[config.mk]
export PLATFORM = sky130hd
export DESIGN_NAME = mem_port_arbiter
export DESIGN_NICKNAME = d
export VERILOG_FILES = /design/src/rtl/mem_port_arbiter.sv
export SDC_FILE = /design/constraint.sdc
export NUM_CORES = 1
export LEC_CHECK = 0
export ABC_AREA = 0
export CORE_ASPECT_RATIO = 1.75
export CORE_MARGIN = 5
export CORE_UTILIZATION = 38
export DETAILED_ROUTE_END_ITERATION = 16
export PLACE_DENSITY = 0.82
export SYNTH_ARGS = -nofsm -noshare
export SYNTH_HDL_FRONTEND = slang
export SYNTH_SLANG_ARGS = --single-unit
[constraint.sdc]
create_clock -name clk -period 2.38 [get_ports clk]
set_input_delay 0.714 -clock clk [delete_from_list [all_inputs] [get_ports clk]]
set_output_delay 0.714 -clock clk [all_outputs]
set_load 0.01 [all_outputs]
[src/rtl/mem_port_arbiter.sv]
// Round-robin arbiter sharing one single-port data RAM between ports A and B, one access in flight.
// Grant >=1 cycle after req, read data READ_LAT cycles after grant; losers and in-flight owners see *_stall.
module mem_port_arbiter #(
    parameter int AW       = 16,
    parameter int DW       = 32,
    parameter int READ_LAT = 1
) (
    input  logic          clk,
    input  logic          rst,
    input  logic          a_req,
    input  logic          a_we,
    input  logic [AW-1:0] a_addr,
    input  logic [DW-1:0] a_wdata,
    output logic          a_gnt,
    output logic          a_rvalid,
    output logic [DW-1:0] a_rdata,
    output logic          a_stall,
    input  logic          b_req,
    input  logic          b_we,
    input  logic [AW-1:0] b_addr,
    input  logic [DW-1:0] b_wdata,
    output logic          b_gnt,
    output logic          b_rvalid,
    output logic [DW-1:0] b_rdata,
    output logic          b_stall,
    output logic          mem_en,
    output logic          mem_we,
    output logic [AW-1:0] mem_addr,
    output logic [DW-1:0] mem_wdata,
    input  logic [DW-1:0] mem_rdata,
    output logic          busy
);
    typedef enum logic [1:0] {IDLE, ISSUE, WAIT} state_t;

    state_t        state, state_nxt;
    logic          owner;          // 0 = port A, 1 = port B
    logic          last_grant;
    logic          lat_we;
    logic [AW-1:0] lat_addr;
    logic [DW-1:0] lat_wdata;
    logic [2:0]    cnt, cnt_nxt;
    logic [DW-1:0] a_rdata_q, b_rdata_q;
    logic          sel_b, load, issue, data_cyc;

    // B wins when it is alone, or when both ask and A was served last.
    assign sel_b = b_req & (~a_req | ~last_grant);

    always_comb begin
        state_nxt = state;
        cnt_nxt   = cnt;
        load      = 1'b0;
        case (state)
            IDLE: begin
                if (a_req || b_req) begin
                    state_nxt = ISSUE;
                    load      = 1'b1;
                end
            end
            ISSUE: begin
                if (lat_we) begin
                    state_nxt = IDLE;
                end else begin
                    state_nxt = WAIT;
                    cnt_nxt   = 3'(READ_LAT);
                end
            end
            WAIT: begin
                if (cnt <= 3'd1) begin
                    state_nxt = IDLE;
                    cnt_nxt   = 3'd0;
                end else begin
                    cnt_nxt = cnt - 3'd1;
                end
            end
            default: begin
                state_nxt = IDLE;
                cnt_nxt   = 3'd0;
            end
        endcase
    end

    always_ff @(posedge clk or negedge rst) begin
        if (!rst) begin
            state      <= IDLE;
            cnt        <= 3'd0;
            owner      <= 1'b0;
            last_grant <= 1'b1;
            lat_we     <= 1'b0;
            lat_addr   <= '0;
            lat_wdata  <= '0;
            a_rdata_q  <= '0;
            b_rdata_q  <= '0;
        end else begin
            state <= state_nxt;
            cnt   <= cnt_nxt;
            if (load) begin
                owner      <= sel_b;
                last_grant <= sel_b;
                lat_we     <= sel_b ? b_we    : a_we;
                lat_addr   <= sel_b ? b_addr  : a_addr;
                lat_wdata  <= sel_b ? b_wdata : a_wdata;
            end
            if (a_rvalid) a_rdata_q <= mem_rdata;
            if (b_rvalid) b_rdata_q <= mem_rdata;
        end
    end

    assign issue    = (state == ISSUE);
    assign data_cyc = (state == WAIT) && (cnt <= 3'd1);

    assign mem_en    = issue;
    assign mem_we    = issue & lat_we;
    assign mem_addr  = issue ? lat_addr  : '0;
    assign mem_wdata = issue ? lat_wdata : '0;
    assign busy      = (state != IDLE);

    assign a_gnt    = issue & ~owner;
    assign b_gnt    = issue & owner;
    assign a_rvalid = data_cyc & ~owner;
    assign b_rvalid = data_cyc & owner;

    // Read data is passed straight through in the data cycle and held afterwards.
    assign a_rdata = a_rvalid ? mem_rdata : a_rdata_q;
    assign b_rdata = b_rvalid ? mem_rdata : b_rdata_q;

    // Stall is gated by reset so every output reads 0 while reset is held.
    assign a_stall = rst & a_req & ~(a_gnt & a_we) & ~a_rvalid;
    assign b_stall = rst & b_req & ~(b_gnt & b_we) & ~b_rvalid;
endmodule

==> reports/metrics.yaml <==
r2r_slack_ns: 0.22
core_sq_mm: 0.0143
logic_family: "multiplexers"
synthCells: 517
cp-end-kind: "output pin"
antenna_found_initial: 0
numCtsBuffers: 17
synth.net_count: 656
fin_crit_sh_pct: 134
maxPowerGroup: "combinational cells"
nMultiInputCombCells: 353
ys_seq_share_pct: 54.4
violations: "setup timing"
synth_top_area_share_pct: 54.0
post-route-worst-setup-slack_ns: -0.804
syn-mean-instance-area_sq_um: 10.7
grt_max_degree: 71
setup_viol: 99
status: "finished, violations left"
n_all_inverters: 6
synth-edff-count: 0
clock_skew_ns: 0.0101
cp-start-kind: "flop"
hold_class: "in -> async"
hold_slack_ns: 0.470
post-place-ws_ns: -0.795
setup_tns_ns: -51.15
fmax_mhz: 314
numSynthFlops: 120
cp_slowest_cell: "or4b_4"
critPathKind: "reg -> out"
arrival_ns: 2.47
synthAoiAreaFrac_pct: 11.7
path_max_fanout: 5
worst-slew-pin-transition_ns: 0.926
simple_gate_share_pct: 14.1
comb_share_pct: 25.6
async_reset_ff_share_pct: 100
critPathBufInv: 4
synthDistinctLibCells: 39
yosys-top-cells-count: "dfrtp_1, a21oi_1, nand2_1"
worstPathCellList: "inv_2 -> ha_4 -> o21ba_4 -> or4b_4 -> buf_16 -> clkbuf_16 -> mux2_4 -> buf_6"
wl_met3_microns: 1250
grt_pass1_wl_microns: 32700
mux_share_pct: 15.0
cts_resized: 684
p_seq_share_pct: 23.6
max_stage_delay_ns: 0.54
p_leak_nw: 4.87
top_cell: "dfrtp_1"
drt-met1-wl_microns: 7660
gp_congestion: 0.804
yosys_warnings: 0
clockRootBuffer: "clkbuf_16"
vias_per_cell: 5.04
dp_cells: 944
p_clk_w: 0.00285
fp-row-count: 58
cts_tree: "built"
syn_to_final_growth_pct: 87.6
seq_cells: 120
postCtsHoldBufs: 0
cap_violations: 0
reg_top3: "a_rdata_q x32, b_rdata_q x32, lat_wdata x32"
nets: 986
synth_stat.cells: 517
xor_share_pct: 0
ios: 255
reg2reg_depth: 8
finalMaxSlewViolations: 0
synth-area-yosys_sq_mm: 0.00552
grt_pass1_vias: 5669
ys_top_cells_by_area: "dfrtp_1, a21oi_1, mux2_4, mux2_2, and2_1"
clockBufferDepth: 2
wl_met2_microns: 12200
buf_share_pct: 36.7
hold_viol: 0
die_area_sq_mm: 0.0171
place_hpwl_microns: 13200
synth_top_flop_cell: "dfrtp_1"
placed_cell_area_sq_mm: 0.00850
worstSetupPathDepth: 8
max-vdd-ir-drop_mv: 0.594
p_switching_w: 0.00501
comb_area_sq_mm: 0.00265
finalPower_w: 0.0150
ant_nets: 0
synth_area_sq_mm: 0.00552
lay_top_count: "buf_6"
p_per_area_mw_per_mm2: 1450
dominant_cells: "non-clock buffers"
clkCellAreaFrac_pct: 6.26
cts_setup_buffers: 47
final_area_sq_mm: 0.0104
top_layer: "met4"
dr.pass1.iters: 4
n_antenna_cell: 0
drive_above_1_share_pct: 44.0
### M1 wires

Drawn at 4 px/micron. Supply wires on this layer in gray.
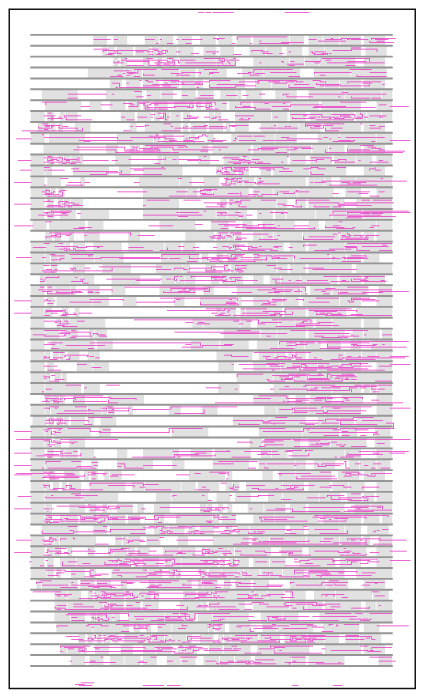
The layer carries 7660 microns of wire. 870 nets have wire on it. The layer holds 35% of the routed length.

### Metal 4

Drawn at 4 px/micron. Supply wires on this layer in gray.
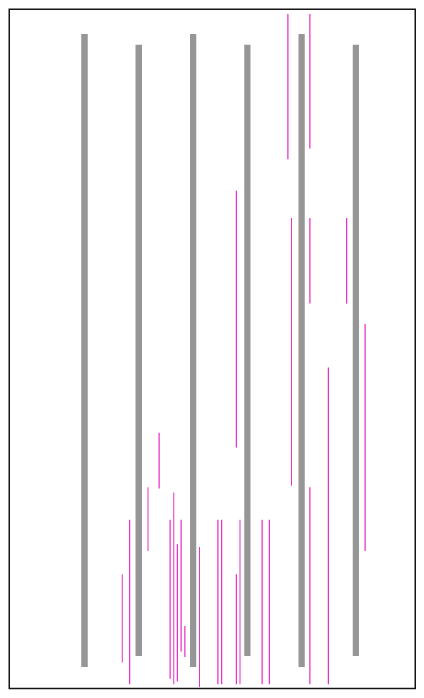
The wires run mostly vertical. 23 nets have wire on it. The layer carries 945 microns of wire. The longest straight run is 78.9 microns.
DR vias: 5236
aggregate routed wire length: 22100 microns

### Routing congestion

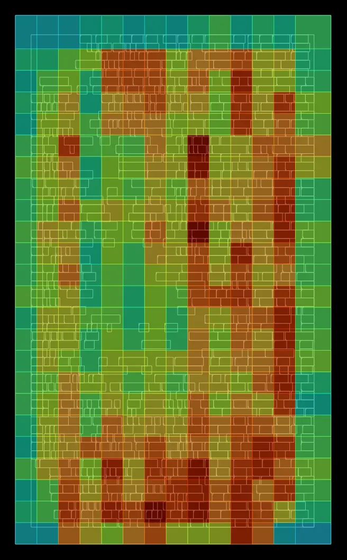
met3 global-route usage: 5.92%
Core Util, Final: 72.4%
M2 GR Usage: 46.2%
busiest grt layer: met2
met1 Usage GRT: 26.2%

### Sequential cells colored by netlist name

Drawn at 4 px/micron. Other sequential cells in the stronger gray, the rest of the logic in the fainter gray.
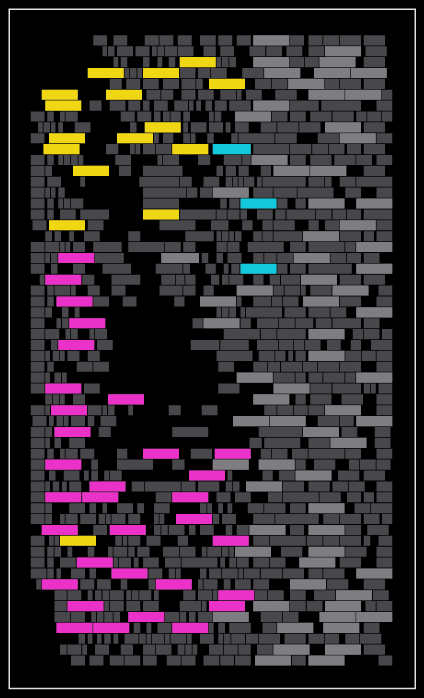
Cyan marks cnt, flops 3. Magenta marks lat_wdata, flops 32. Yellow marks lat_addr, flops 16.
Another 69 sequential cells are not colored.

### Routed metal, one color a layer

Drawn at 4 px/micron. Two of the layers only.
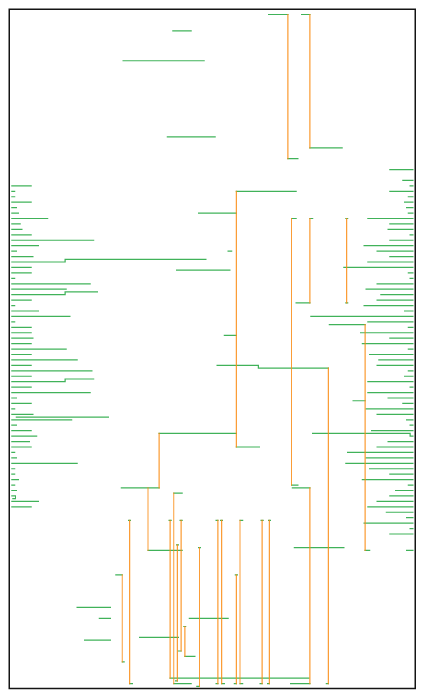
Green marks metal 3, wire length 1250 microns. Orange marks metal 4, wire length 945 microns.
Total GRT Usage: 25.2%
DR WL/cell: 21.2 microns

